==> config.mk <==
export PLATFORM = sky130hd
export DESIGN_NAME = qif_neuron_array
export DESIGN_NICKNAME = d
export VERILOG_FILES = /design/src/rtl/qif_neuron_array.sv
export SDC_FILE = /design/constraint.sdc
export NUM_CORES = 1
export LEC_CHECK = 0
export CORE_MARGIN = 5
export CORE_UTILIZATION = 40
export CTS_CLUSTER_DIAMETER = 200
export DETAILED_ROUTE_END_ITERATION = 16
export PLACE_DENSITY = 0.57
export SLEW_MARGIN = 40
export SYNTH_ARGS = -nofsm -noshare
export SYNTH_HDL_FRONTEND = slang
export SYNTH_SLANG_ARGS = --single-unit
export TNS_END_PERCENT = 30
==> constraint.sdc <==
create_clock -name clk -period 7.6 [get_ports clk]
set_input_delay 0.76 -clock clk [delete_from_list [all_inputs] [get_ports clk]]
set_output_delay 0.76 -clock clk [all_outputs]
set_load 0.01 [all_outputs]
### Signal wires on met3

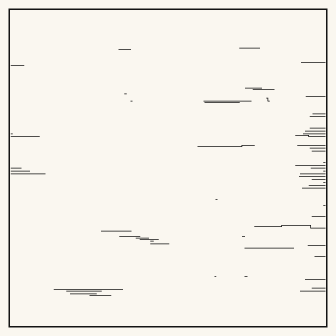
nets with wire on the layer = 55
main direction = horizontal
wire length on this layer = 559 µm
share of all routed wire = 3.6%
number of vias after detailed routing: 6,022
routing usage on met3: 0.0202

### Wiring heat map

Bar = 50 µm. 30 x 30 tiles, from dark purple (low) to yellow (high), scaled to the fullest tile. Values are wire area over tile area, all layers added.
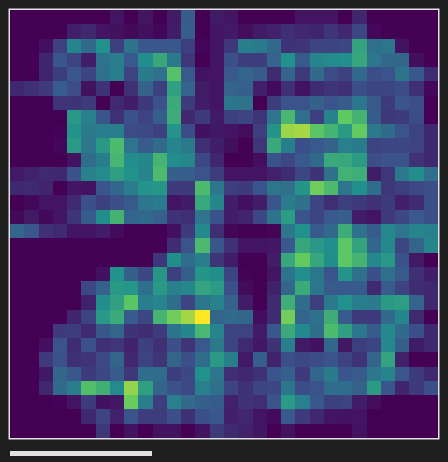
fullest tile = 0.47
tiles over half the peak = 10%
mean over tiles = 0.11
densest ninth of the die = middle right
DRT Wirelength: 15,600 µm
All-Layer GR Usage: 0.146
routed wire length per instance: 12.9 µm

### Clock wiring as the flow saved it

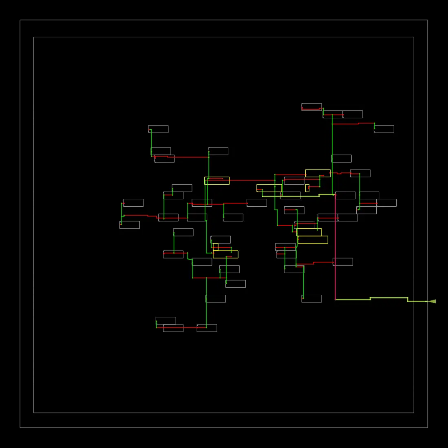
clock buffer count from CTS: 5
flip-flops: 44

==> Flow_metrics.wiki <==
== Run summary ==
{| class="wikitable"
! Metric !! Value
|-
| Run status || finished clean
|-
| Cell taking the most area after synthesis || fa_1
|-
| Cell family contributing the most delay on the critical path || adder cells
|-
| Clock Latency Late Sink || around 0.28 ns
|-
| Share of cells above drive strength 1 || 0.0317
|-
| Type of element capturing the critical path || flop
|-
| IO Port Bufs || ~66
|-
| Number of instances on the worst hold path || 1
|-
| Post-Route Setup TNS || 0 ns
|-
| Hold Path Class || reg -> reg
|-
| Total of warnings raised by yosys || 0
|-
| Post-CTS repair timing setup buffer count || 0
|-
| Mapped Cells || around 890
|-
| Mean cell area of the mapped netlist || roughly 9 µm²
|-
| Max transition margin || 0.547
|-
| Number of storage elements in the synthesis netlist || between 40 and 50
|-
| Max reg flops || 32
|-
| CP dominant cell by count || fa_1
|-
| Post-CTS clock slew at the launch and capture registers of the worst setup and hold paths || around 0.060 ns
|-
| X dimension of the die || 150 µm
|-
| Number of warning messages in the logs || between 40 and 50
|-
| R2R depth || 15
|-
| Area fraction in compound gates || 0.175
|-
| HPWL after detailed placement || 13,200 µm
|-
| Starting density of the core || 0.405
|-
| Number of flops mapped to enable cells by yosys || 0
|-
| Largest fanout of any net on the critical path || 11
|-
| Worst stage delay on the critical path || approximately 0.59 ns
|-
| Synth top area share || 0.254
|-
| Number of nets in the finished design || approximately 1.2k
|-
| Via count normalized by instance count || 4.97
|-
| Area delta synth->final || 13.7%
|-
| Final setup violating endpoints || 0
|-
| Hold buffer count at cts || 0
|-
| Prevailing logic family in the synthesized netlist || adder cells
|-
| CTS resizes || 0
|-
| Top cell excl fill/tap || inv_1
|-
| Placer's final routability congestion estimate || approximately 0.78
|-
| Post-detailed-route DRC marker count || 0
|-
| Synth async-reset ratio || 0
|-
| Max-capacitance violation count || 0
|-
| Kind of critical path || reg -> reg
|-
| Cell area leaders || fa_1 (25%), ha_1 (18%), dfxtp_1 (11%), inv_1 (9.5%), xnor2_1 (3.0%)
|-
| Number of cells in Yosys stat || ~890
|-
| Achievable frequency || about 0.18 GHz
|-
| Mapped Nets || roughly 1.1k
|-
| Post-layout period usage of the worst path || 0.721
|-
| Chip area estimate from yosys synthesis || between 7000 and 8000 µm²
|-
| Number of hold violations in the final report || 0
|-
| Portion of netlist area occupied by mux cells || 0
|-
| Total iterations of the first detailed-routing run || 4
|-
| Root Buffer || clkbuf_16
|-
| Core region area || ~20,000 µm²
|-
| Antenna-violating nets left || 0
|-
| Worst Tran Pin Value || between 0.6 and 0.7 ns
|-
| Critical Path Stages || 15
|-
| Wire length of the first global-routing pass || ~28,000 µm
|-
| Number of core rows || a little over 50
|-
| Adder-cell area share of the yosys netlist || 0.436
|-
| Top Layout Cells || inv_1 (200), ha_1 (115), fa_1 (100)
|-
| Vias in the first global route || 5,856
|-
| Startpoint class of the critical path || flop
|-
| Xor+xnor area frac || 0.0541
|-
| Number of antenna violations at the first check in global routing || 0
|-
| Longest Clk Path Bufs || 2
|-
| Share of the yosys chip area belonging to registers || 0.112
|-
| Die area || between 20,000 and 25,000 µm²
|-
| Total placed cells including tap cells || between 1k and 1.5k
|-
| Minimum clock period after layout || 5.48 ns
|-
| Critical-path cell list || inv_1 > nor2_1 > fa_1 > fa_1 > inv_1 > fa_1 > fa_1 > inv_1 > ha_1 > nor2b_1 > a2111o_1 > a311oi_2 > nand4_1 > and3_1 > a311o_1
|-
| Largest net degree at the start of global routing || about 41
|-
| Highest-delay cell along the critical path || dfxtp_1
|-
| Boundary Pins || ~75
|-
| Number of levels in the clock H-tree || 2
|-
| Cell Count, Final, Fillers Out || 1,212
|-
| Count of unique library cells instantiated by Yosys || 63
|-
| Sum of overflow across all layers after global routing || 0
|-
| Crit path buf inv count || 3
|-
| Slew Limit Fails || 0
|-
| Dominant Register Cell || dfxtp_1
|-
| Diode count || 0
|-
| Worst clock skew || 0.00580 ns
|-
| Die extent in y || about 150 µm
|-
| Arrival time of the worst setup path || between 5 and 6 ns
|-
| RSZ-0062 raised after global routing || false
|-
| Netlist Area Pre-Place || 7890 µm²
|-
| Violation count after the first detailed-routing iteration || 171
|-
| Required time of the critical path || between 7 and 8 ns
|-
| Setup slack on the worst flop-to-flop path || 2.12 ns
|-
| Post-Synth Simple-Gate Area || 0.117
|-
| Number of clock sinks seen by CTS || between 40 and 50
|-
| Clock tree from TritonCTS || yes
|}
==> routing by layer <==
metal  GRT usage  part of all wire  up-vias
li1            -                 -     3063
met1       0.208              0.49     2870
met2       0.241              0.47       80
met3      0.0202             0.036        9
met4      0.0197            0.0076        0
met5           0                 0        -
==> synth_stat cells, drive strengths merged (4+ instances only) <==
master	number
nand3	4
o21a	6
nor2	55
nor3b	13
o211ai	5
xnor2	29
a221oi	5
a211o	5
fa	100
a31oi	9
a21oi	32
o21ai	35
nor2b	8
ha	115
xor2	18
nor4	4
buf	6
a21o	16
dfxtp	44
and2	20
nor3	10
inv	200
a211oi	35
nand2b	4
clkbuf	12
nand2	37
o21bai	10
and3	10
o221ai	4
==> layout make-up <==
cell class / count / area [µm²]
clock inverter: 2 / 35.0
inverter: 201 / 754
clock buffer: 6 / 129
fill: 1916 / 10500
sequential: 44 / 881
multi-input combinational: 627 / 6170
timing repair buffer: 67 / 668
tap: 265 / 332
==> metrics by stage <==
| stage | setup WS [ns] | util | instance area (µm²) | hold WS [ns] |
|---|---|---|---|---|
| 5_1_grt | 1.73 | 0.461 | 8970 | 0.496 |
| 4_1_cts | 2.07 | 0.461 | 8970 | 0.469 |
| 2_1_floorplan | 2.56 | - | 7890 | 0.437 |
| 6_report | 2.12 | 0.461 | 8970 | 0.465 |
| 3_3_place_gp | 1.82 | 0.452 | 8800 | 0.452 |
| 3_5_place_dp | 1.81 | 0.452 | 8800 | 0.456 |
==> cells by family after synthesis <==
group	after synthesis
AND-OR/OR-AND	188
XOR/XNOR	47
adder cells (fa/ha/maj)	215
buffers and inverters	219
flip-flops	44
AND/OR/NAND/NOR	177
